File: config.mk
export PLATFORM = sky130hd
export DESIGN_NAME = saf_fifo_ctrl
export DESIGN_NICKNAME = d
export VERILOG_FILES = /design/src/rtl/saf_fifo_pkg.sv /design/src/rtl/saf_fifo_mem.sv /design/src/rtl/saf_fifo_ctrl.sv
export SDC_FILE = /design/constraint.sdc
export NUM_CORES = 1
export LEC_CHECK = 0
export CAP_MARGIN = 10
export CORE_UTILIZATION = 32
export CTS_BUF_LIST = sky130_fd_sc_hd__clkbuf_8
export CTS_CLUSTER_DIAMETER = 40
export DETAILED_ROUTE_END_ITERATION = 8
export PLACE_DENSITY = 0.46
export SLEW_MARGIN = 20
export SYNTH_ARGS = -nofsm -noshare
export SYNTH_HDL_FRONTEND = slang
export SYNTH_SLANG_ARGS = --single-unit
File: constraint.sdc
create_clock -name clk -period 6.93 [get_ports clk]
set_clock_uncertainty 0.15 [all_clocks]
set_input_delay 0.693 -clock clk [delete_from_list [all_inputs] [get_ports clk]]
set_output_delay 0.693 -clock clk [all_outputs]
set_load 0.01 [all_outputs]
File: src/rtl/saf_fifo_pkg.sv
// rtl/saf_fifo_pkg.sv - shared types and constants for the store-and-forward FIFO controller
package saf_fifo_pkg;

   typedef enum logic [1:0] {
      IDLE = 2'd0,
      FILL = 2'd1,
      DROP = 2'd2
   } saf_state_t;

   localparam int STATS_W = 16;

   // One extra bit over the index so full and empty are distinguishable.
   function automatic int ptr_width(input int depth_lg2);
      return depth_lg2 + 1;
   endfunction

endpackage

File: src/rtl/saf_fifo_mem.sv
// rtl/saf_fifo_mem.sv - simple dual-port storage, one write port and one combinational read port
module saf_fifo_mem #(
   parameter int ADDR_W = 4,
   parameter int WIDTH  = 33
) (
   input  logic              clk,
   input  logic              we,
   input  logic [ADDR_W-1:0] waddr,
   input  logic [WIDTH-1:0]  wdata,
   input  logic [ADDR_W-1:0] raddr,
   output logic [WIDTH-1:0]  rdata
);

   logic [WIDTH-1:0] mem [1<<ADDR_W];

   always_ff @(posedge clk) begin
      if (we) mem[waddr] <= wdata;
   end

   assign rdata = mem[raddr];

endmodule

File: src/rtl/saf_fifo_ctrl.sv
// rtl/saf_fifo_ctrl.sv - store-and-forward FIFO: packets become readable only once committed clean
// Optional SAF_FIFO_CTRL_STATS_EN adds saturating drop/commit counters.
module saf_fifo_ctrl
   import saf_fifo_pkg::*;
#(
   parameter int DEPTH_LG2  = 4,
   parameter int DATA_WIDTH = 32
) (
   input  logic                  clk,
   input  logic                  rst_n,
   input  logic                  wvalid_i,
   output logic                  wready_o,
   input  logic [DATA_WIDTH-1:0] wdata_i,
   input  logic                  wlast_i,
   input  logic                  werror_i,
   output logic                  rvalid_o,
   input  logic                  rready_i,
   output logic [DATA_WIDTH-1:0] rdata_o,
   output logic                  rlast_o,
   output logic                  commit_o,
   output logic                  drop_o,
   output logic [DEPTH_LG2:0]    pkt_cnt_o
`ifdef SAF_FIFO_CTRL_STATS_EN
  ,output logic [STATS_W-1:0]    drop_cnt_o,
   output logic [STATS_W-1:0]    commit_cnt_o
`endif
);

   localparam int PW = ptr_width(DEPTH_LG2);
   localparam logic [PW-1:0] DEPTH_V = {1'b1, {DEPTH_LG2{1'b0}}};
   localparam logic [PW-1:0] ONE     = PW'(1);

   saf_state_t      state;
   logic [PW-1:0]   wr_ptr, cmt_ptr, rd_ptr;
   logic            full, spec_full;
   logic            wr_fire, discard, mem_we, cmt_evt, rd_fire, rlast_evt;
   logic [DATA_WIDTH:0] rd_entry;

   assign full      = (wr_ptr - rd_ptr) == DEPTH_V;
   assign spec_full = (wr_ptr - cmt_ptr) == DEPTH_V;

   // Overflowing a packet must never stall the writer, otherwise the
   // oversize packet could never finish and be discarded.
   assign wready_o  = (state == DROP) || spec_full || !full;

   assign wr_fire   = wvalid_i && wready_o;
   assign discard   = (state == DROP) || spec_full || werror_i;
   assign mem_we    = wr_fire && !discard;
   assign cmt_evt   = mem_we && wlast_i;

   assign rvalid_o  = rd_ptr != cmt_ptr;
   assign rd_fire   = rvalid_o && rready_i;
   assign rlast_evt = rd_fire && rlast_o;
   assign rlast_o   = rd_entry[DATA_WIDTH];
   assign rdata_o   = rd_entry[DATA_WIDTH-1:0];

   saf_fifo_mem #(
      .ADDR_W (DEPTH_LG2),
      .WIDTH  (DATA_WIDTH + 1)
   ) u_mem (
      .clk   (clk),
      .we    (mem_we),
      .waddr (wr_ptr[DEPTH_LG2-1:0]),
      .wdata ({wlast_i, wdata_i}),
      .raddr (rd_ptr[DEPTH_LG2-1:0]),
      .rdata (rd_entry)
   );

   always_ff @(posedge clk or negedge rst_n) begin
      if (!rst_n) begin
         state     <= IDLE;
         wr_ptr    <= '0;
         cmt_ptr   <= '0;
         rd_ptr    <= '0;
         commit_o  <= 1'b0;
         drop_o    <= 1'b0;
         pkt_cnt_o <= '0;
      end else begin
         commit_o <= 1'b0;
         drop_o   <= 1'b0;
         if (wr_fire) begin
            if (state == DROP) begin
               if (wlast_i) begin
                  drop_o <= 1'b1;
                  state  <= IDLE;
               end
            end else if (discard) begin
               // Rewind the speculative pointer; the partial packet vanishes.
               wr_ptr <= cmt_ptr;
               if (wlast_i) begin
                  drop_o <= 1'b1;
                  state  <= IDLE;
               end else begin
                  state  <= DROP;
               end
            end else begin
               wr_ptr <= wr_ptr + ONE;
               if (wlast_i) begin
                  cmt_ptr  <= wr_ptr + ONE;
                  commit_o <= 1'b1;
                  state    <= IDLE;
               end else begin
                  state    <= FILL;
               end
            end
         end
         if (rd_fire) rd_ptr <= rd_ptr + ONE;
         if (cmt_evt && !rlast_evt)      pkt_cnt_o <= pkt_cnt_o + ONE;
         else if (!cmt_evt && rlast_evt) pkt_cnt_o <= pkt_cnt_o - ONE;
      end
   end

`ifdef SAF_FIFO_CTRL_STATS_EN
   always_ff @(posedge clk or negedge rst_n) begin
      if (!rst_n) begin
         drop_cnt_o   <= '0;
         commit_cnt_o <= '0;
      end else begin
         if (drop_o && (drop_cnt_o != '1))     drop_cnt_o   <= drop_cnt_o + STATS_W'(1);
         if (commit_o && (commit_cnt_o != '1)) commit_cnt_o <= commit_cnt_o + STATS_W'(1);
      end
   end
`endif

endmodule

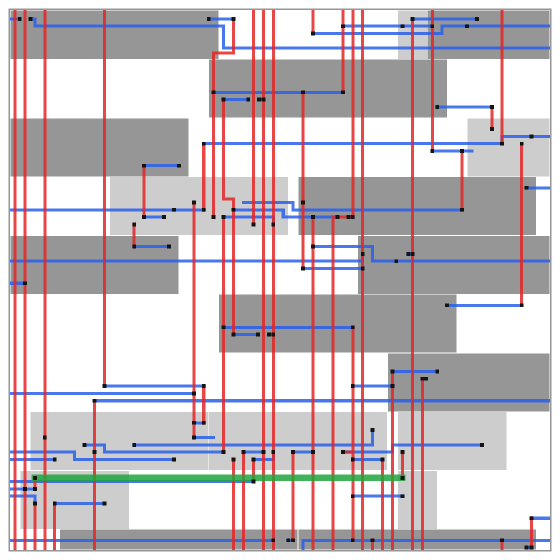
run_1/detail.png
Region (184, 184) to (209, 209) um. Cells in grey, sequential cells in the stronger grey; small squares are vias.
Red is metal 2. Blue is metal 1. Green is metal 3.
Netlist names of flops here include `u_mem.mem` (9). Most frequent: edfxtp_1 (9), mux4_2 (3), clkbuf_8 (2). 16 logic cells have their middle in the window. Sequential cells in the window: 9.

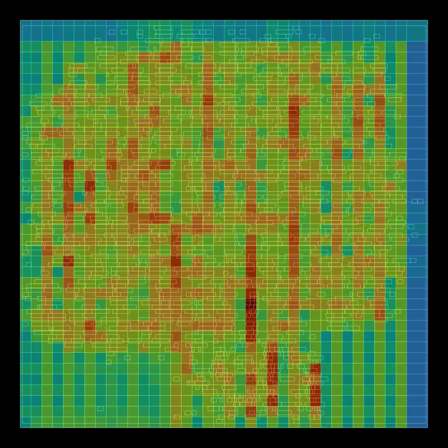
run_1/congestion.png
M3 GR Usage: 3.04%
GRT Overall Usage: 15.3%
final core occ: 38.5%
post-DR wirelength/cell: 25.0 um
GRT busiest layer: met2

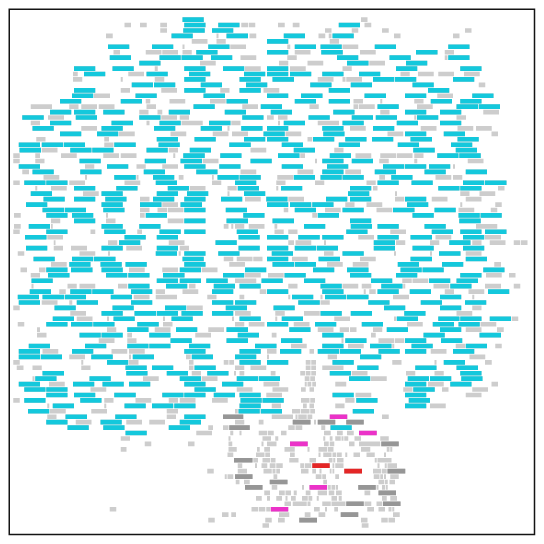
run_1/flops_by_reg.png
(2 px per um)
Red is `state`, flops 2. Magenta is `cmt_ptr`, flops 5, where bottom middle. Cyan is `u_mem.mem`, flops 528.
Another 17 sequential cells are not coloured.

==> ci_impl_report.md, run 1 <==
### Metrics collected by this job

| Metric | Value |
|---|---|
| Post-synth top area cell | edfxtp_1 |
| Synth Register Bits | 552 |
| Most common cell in the netlist | edfxtp_1 |
| Number of enable flip-flop cells | 528 |
| PwrDens | 411 nW/um^2 |
| Cells after Synth | 919 |
| Crit-path cells | buf_4 -> mux4_2 -> mux4_2 -> clkdlybuf4s50_1 |
| Ys Warns | 0 |
| Synth mux share | 17.7% |
| Comb area leader | multiplexers |
| Tool warnings | 29 |
| Total of max-cap violations | 0 |
| TritonRoute pass-1 iters | 4 |
| Area Overhead vs Synth | 18.2% |
| Largest net degree at the start of global routing | 65 |
| Antenna Violating Nets Remaining | 0 |
| Place WS | 2.47 ns |
| Initial DRC count | 622 |
| Yosys stat area | 21,600 sq um |
| Final worst-path cycle share | 71.6% |
| Vias | 9,930 |
| Drt drc | 0 |
| Ports | 80 |
| Sequential area share after synthesis | 76.2% |
| Met2 usage | 25.7% |
| Fill cell count | 6,053 |
| Final WS setup | 1.97 ns |
| Syn_nets | 975 |
| Crit Path Class | flop to output pin |
| CP delay by family, top | buffers and inverters |
| Aoi share | 1.02% |
| Port bufs | 79 |
| Vias per cell | 4.89 |
| Die X | 262 um |
| Max Fclk | 202 MHz |
| Post-CTS setup buffers | 0 |
| CTS tree | yes |
| Rel. slew slack | 31.9% |
| Status | finished clean |
| Clock Sinks | 552 |
| Cts bufs inserted | 103 |
-- run 1: state kept, by name, indices dropped and copies added (netlist names) --
signal     flops
pkt_cnt_o      5
drop_o         1
wr_ptr         5
rd_ptr         5
u_mem.mem    528
cmt_ptr        5
commit_o       1
state          2
-- run 1: layout make-up --
| class | count | area (sq um) | area share [%] |
|---|---|---|---|
| sequential | 552 | 16500 | 64.5 |
| multi-input combinational | 309 | 4890 | 19.1 |
| clock buffer | 105 | 1450 | 5.66 |
| tap | 864 | 1080 | 4.23 |
| timing repair buffer | 104 | 978 | 3.83 |
| clock inverter | 83 | 632 | 2.47 |
| inverter | 13 | 50.0 | 0.196 |
| antenna | 1 | 2.50 | 0.00980 |
-- run 1: metrics by stage --
stage / area, sq um / util [%] / std cells / hold slack, ns / power, mW
3_3_place_gp: 23500 / 35.4 / 1842 / 0.324 / 7.48
4_1_cts: 25500 / 38.5 / 2030 / 0.183 / 10.7
5_1_grt: 25500 / 38.5 / 2031 / 0.247 / 11.0
6_report: 25500 / 38.5 / 2031 / 0.229 / 10.5
2_1_floorplan: 21600 / - / 919 / 0.247 / 6.28
3_5_place_dp: 23500 / 35.4 / 1842 / 0.320 / 7.49
-- run 1: worst register-to-register path, stage by stage (launching register included) --
cell and delay, ns:
dfrtp_4 0.79, buf_4 0.87, mux4_2 0.45, mux4_2 0.52
nand2_1 0.10, ha_1 0.22, inv_1 0.11, ha_1 0.33
a21o_1 0.20, a21oi_1 0.17, xnor2_1 0.14, nor2_1 0.07
xor2_1 0.15
-- run 1: power breakdown --
part | switching (mW) | leakage (nW) | internal (mW)
combinational | 1.51 | 2.05 | 1.68
sequential | 0.242 | 5.05 | 3.91
clock | 1.39 | 1.11 | 1.76
==> run 2, diff against run 1 <==
==> constraint.sdc (replaced) <==
create_clock -name clk -period 4.8 [get_ports clk]
set_clock_uncertainty 0.15 [all_clocks]
set_input_delay 0.48 -clock clk [delete_from_list [all_inputs] [get_ports clk]]
set_output_delay 0.48 -clock clk [all_outputs]
set_load 0.01 [all_outputs]
==> run 2 against run 1 <==
  * Setup slack worse by 1.4 ns
  * Non-clock buffer count rose by 3
  * Largest power group unchanged
  * Sequential share of layout area fell by 0.27 points
  * Sequential power up 41%
==> ci_impl_report.md, run 2 <==
### Metrics collected by this job

| Metric | Value |
|---|---|
| Aoi share | 1.02% |
| Place WS | 0.970 ns |
| Status | finished clean |
| Cell area after placement | 23,600 sq um |
| CTS tree | yes |
| MI comb area | 4890 sq um |
| Total cells reported by yosys after synthesis | 919 |
| Post-DR wirelength/cell | 24.4 um |
| Vias | 9,869 |
| Crit-path cells | buf_4 -> mux4_2 -> mux4_2 -> clkdlybuf4s50_1 |
| CP delay by family, top | buffers and inverters |
| TritonRoute pass-1 iters | 5 |
| Max FFs per register | 528 |
| Largest Register | u_mem.mem |
| Vias per cell | 4.89 |
| Max Fclk | 235 MHz |
| Register share of total power | 38.9% |
| Final setup fails | 0 |
| Main power group | sequential cells |
| Min-Delay Path Class | flop to flop |
| Cells after Synth | 919 |
| Largest net degree at the start of global routing | 136 |
| Finished Layout Cells | 2,018 |
| Drt drc | 0 |
| Post-CTS setup buffers | 0 |
| Antenna Violating Nets Remaining | 0 |
| Yosys stat area | 21,600 sq um |
| Port bufs | 79 |
| PwrDens | 585 nW/um^2 |
| Switching Share | 29.3% |
| Crit Path Class | flop to output pin |
| Ports | 80 |
| Clock Sinks | 552 |
| Area Overhead vs Synth | 18.7% |
| Combinational power | 4.71 mW |
| Number of enable flip-flop cells | 528 |
| Clock network power | 4.44 mW |
| Most common cell in the netlist | edfxtp_1 |
| Comb power frac | 31.4% |
| Internal power | 10.6 mW |
| GRT Overall Usage | 14.9% |
| Sw Pwr | 4.39 mW |
| Final WS setup | 0.536 ns |
| Sequential area share after synthesis | 76.2% |
| Comb area leader | multiplexers |
| Placed insts | 1,844 |
| Post-synth top area cell | edfxtp_1 |
| Initial DRC count | 485 |
| Synth Register Bits | 552 |
| Worst hold path depth | 1 |
| Sequential cell area | 16,500 sq um |
| Syn_nets | 975 |
| Synth mux share | 17.7% |
| Final worst-path cycle share | 88.8% |
| Rel. slew slack | 38.7% |
| Ys Warns | 0 |
| Clock share of power | 29.6% |
| Total of max-cap violations | 0 |
| Tool warnings | 33 |
| Sequential group power | 5.84 mW |
| Final instance area | 25,600 sq um |
==> run 2: netlist changes by cell type in the layout (fill, tap and decap cells not counted), moves of 4 or more <==
cell        delta
buf_12        +13
buf_4         -11
clkbuf_8       -4
clkinv_1      -12
clkinvlp_4     -7
inv_1          +5
==> run 2: per-layer routing <==
metal,global-route usage [%],up-vias,part of all wire [%]
met3,2.79,88,4.0
li1,-,4265,-
met1,19.4,5305,44
met5,0,-,0.055
met4,5.49,4,2.1
met2,24.7,207,50
==> run 2: layout make-up <==
| class | count | share of cell area, % |
|---|---|---|
| Tap cell | 864 | 4.21 |
| Clock inverter | 71 | 2.37 |
| Clock buffer | 101 | 5.42 |
| Inverter | 13 | 0.195 |
| Antenna cell | 1 | 0.00976 |
| Multi-Input combinational cell | 309 | 19.1 |
| Sequential cell | 552 | 64.2 |
| Timing Repair Buffer | 107 | 4.55 |
==> run 2: through the flow <==
stage	hold slack (ns)	total power [mW]	util [%]
global route	0.347	15.8	38.7
global placement	0.338	10.8	35.6
finish	0.334	15.0	38.7
floorplan	0.0344	9.06	-
CTS	0.338	15.3	38.7
detailed placement	0.332	10.8	35.6
==> run 2: worst max-delay path by stage <==
stage	from	end	slack (ns)	cells after the start
2_1_floorplan	rd_ptr[1]	pkt_cnt_o[4]	0.60	19
4_1_cts	rd_ptr[0]	rdata_o[2]	0.34	4
3_5_place_dp	rd_ptr[1]	pkt_cnt_o[4]	0.97	12
3_3_place_gp	rd_ptr[1]	pkt_cnt_o[4]	0.97	12
6_report	rd_ptr[0]	rdata_o[3]	0.54	4
5_1_grt	rd_ptr[0]	rdata_o[3]	0.29	4
==> run 2: cell families after synthesis <==
group | after synthesis
mux | 174
buf+inv | 58
xor+xnor | 21
simple gates | 67
fa+ha+maj | 18
compound gates | 29
flops | 552
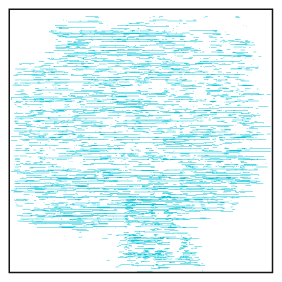
run_2/layer_met1.png
(1 px per um)
The layer holds 44% of the routed length. The layer carries 21.4 mm of wire.

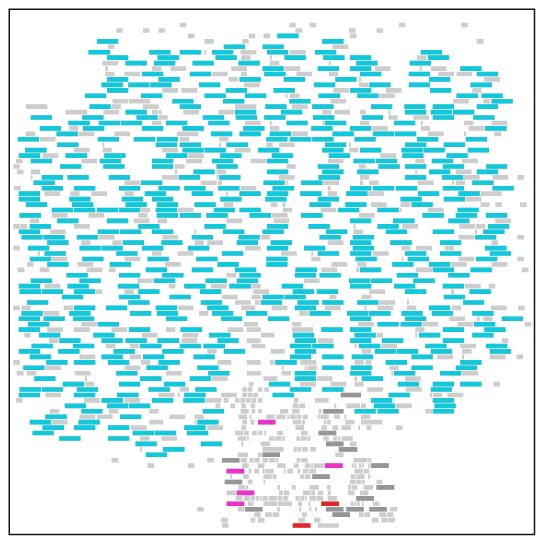
run_2/flops_by_reg.png
(2 px per um)
Magenta is `cmt_ptr`, flops 5, where bottom middle. Red is `state`, flops 2. Cyan is `u_mem.mem`, flops 528.

==> run 3, diff against run 2 <==
--- a/config.mk
+++ b/config.mk
@@ -6,11 +6,11 @@
 export NUM_CORES = 1
 export LEC_CHECK = 0
 export CAP_MARGIN = 10
-export CORE_UTILIZATION = 32
+export CORE_UTILIZATION = 60
 export CTS_BUF_LIST = sky130_fd_sc_hd__clkbuf_8
 export CTS_CLUSTER_DIAMETER = 40
 export DETAILED_ROUTE_END_ITERATION = 8
-export PLACE_DENSITY = 0.46
+export PLACE_DENSITY = 0.78
 export SLEW_MARGIN = 20
 export SYNTH_ARGS = -nofsm -noshare
 export SYNTH_HDL_FRONTEND = slang
==> run 3 against run 2 <==
  * Via count rose by 0.26%
  * Power fell by 7.9%
  * Clock-buffer cell count fell by 13
  * Critical path depth did not move
  * Cell count fell by 21%
  * Synthesized cell count did not move
  * Flip-flop count did not move
  * Combinational power fell by 3%
  * Highest routed layer is now met4
==> ci_impl_report.md, run 3 <==
### Metrics collected by this job

| Metric | Value |
|---|---|
| Total cells reported by yosys after synthesis | 919 |
| Combinational share of cell area | 19.9% |
| Place WS | 1.06 ns |
| Sequential cell area | 16,500 sq um |
| Fill cell count | 2,084 |
| Final WS setup | 0.684 ns |
| Clock share of power | 24.8% |
| Cells after Synth | 919 |
| Comb power frac | 33.0% |
| Clk tree area frac | 6.11% |
| Final worst-path cycle share | 85.7% |
| Ant. Diodes | 0 |
| Tool warnings | 31 |
| Drt drc | 0 |
| Largest net degree at the start of global routing | 136 |
| Most common cell in the netlist | edfxtp_1 |
| Cts bufs inserted | 86 |
| Rel. slew slack | 37.8% |
| CTS tree | yes |
| Vias per cell | 6.21 |
| Sequential area share after synthesis | 76.2% |
| Die X | 192 um |
| Non-clk bufs | 108 |
| Buffering overhead | 4.22% |
| Total of max-cap violations | 0 |
| Max Fclk | 243 MHz |
| GRT Overall Usage | 24.1% |
| Number of enable flip-flop cells | 528 |
| Aoi share | 1.02% |
| Crit. Startpoint | rd_ptr[0] |
| Status | finished clean |
| Syn_nets | 975 |
| Register share of total power | 42.2% |
| Final core occ | 69.1% |
| Inverter count | 13 |
| Min-Delay Path Class | input pin to async pin |
| Flop share of the area | 67.2% |
| Post-DR wirelength/cell | 26.2 um |
| Ports | 80 |
| Internal power | 9.78 mW |
| Cell area after placement | 23,000 sq um |
| Port bufs | 79 |
| Clock buffer count | 88 |
| Switching Share | 29.2% |
| Synth mux share | 17.7% |
| Placed insts | 1,443 |
| Initial DRC count | 887 |
| Largest Register | u_mem.mem |
| Post-synth top area cell | edfxtp_1 |
| Synth Register Bits | 552 |
| PwrDens | 564 nW/um^2 |
| Multi-input combinational cell count | 309 |
| TritonRoute pass-1 iters | 5 |
| MI comb area | 4890 sq um |
| Vias | 9,895 |
| Clock Sinks | 552 |
| PnR Total Power | 13.8 mW |
| Max FFs per register | 528 |
| Tap cells | 461 |
| Antenna Violating Nets Remaining | 0 |
-- run 3: cell counts after synthesis --
No cell type changed its count.
-- run 3: critical path: stages, from the launching register on --
cell,delay (ns)
dfrtp_4,0.52
buf_4,0.71
mux4_2,0.63
mux4_2,0.49
clkdlybuf4s50_1,0.50
-- run 3: logic make-up (layout without fill, tap and decap cells) --
| logic type | Yosys count | in the layout |
|---|---|---|
| buffers and inverters | 58 | 271 |
| xor gates and xnor gates | 21 | 21 |
| muxes | 174 | 174 |
| and+or+nand+nor | 67 | 67 |
| DFF | 552 | 552 |
| AOI/OAI and AO/OA | 29 | 29 |
| adders and majority gates | 18 | 18 |
-- run 3: power by group through the flow --
| stage | Sequential, mW | Combinational (mW) | Clock, mW |
|---|---|---|---|
| 5_1_grt | 5.86 | 4.91 | 3.71 |
| 3_5_place_dp | 5.93 | 4.61 | 0 |
| 4_1_cts | 5.83 | 4.63 | 3.51 |
| 3_3_place_gp | 5.91 | 4.57 | 0 |
| 2_1_floorplan | 5.85 | 3.21 | 0 |
| 6_report | 5.83 | 4.55 | 3.43 |
-- run 3: metal layers --
layer,vias to the layer above,wire (um),share of wire (%),global-route usage (%)
li1,4225,-,-,-
met1,5194,16800,40,33.7
met2,409,20800,50,38.3
met3,67,3250,7.8,5.54
met4,0,874,2.1,7.91
met5,-,0,0,0
-- run 3: how the worst max path moves through the flow --
| stage | endpoint | slack [ns] | cells past startpoint |
|---|---|---|---|
| finish | rdata_o[28] | 0.68 | 4 |
| global route | rdata_o[23] | 0.44 | 4 |
| CTS | rdata_o[30] | 0.59 | 4 |
| detailed placement | pkt_cnt_o[4] | 1.06 | 12 |
| global placement | pkt_cnt_o[4] | 1.09 | 12 |
| floorplan | pkt_cnt_o[4] | 0.60 | 19 |
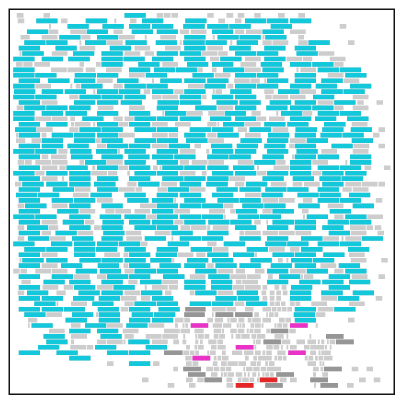
run_3/flops_by_reg.png
(2 px per um)
Magenta is `cmt_ptr`, flops 5. Cyan is `u_mem.mem`, flops 528, where widely spread. Red is `state`, flops 2.
Another 17 sequential cells are not coloured.

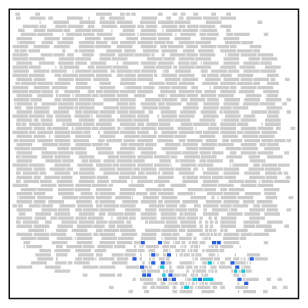
run_3/logic_types.png
(1.5 px per um)
Cyan is non-inverting ao/oa cells, cells 8, most used a21o_1. Blue is xor and xnor cells, cells 21, most used xnor2_1, where bottom middle.

Power is estimated from default activity; no workload was simulated.
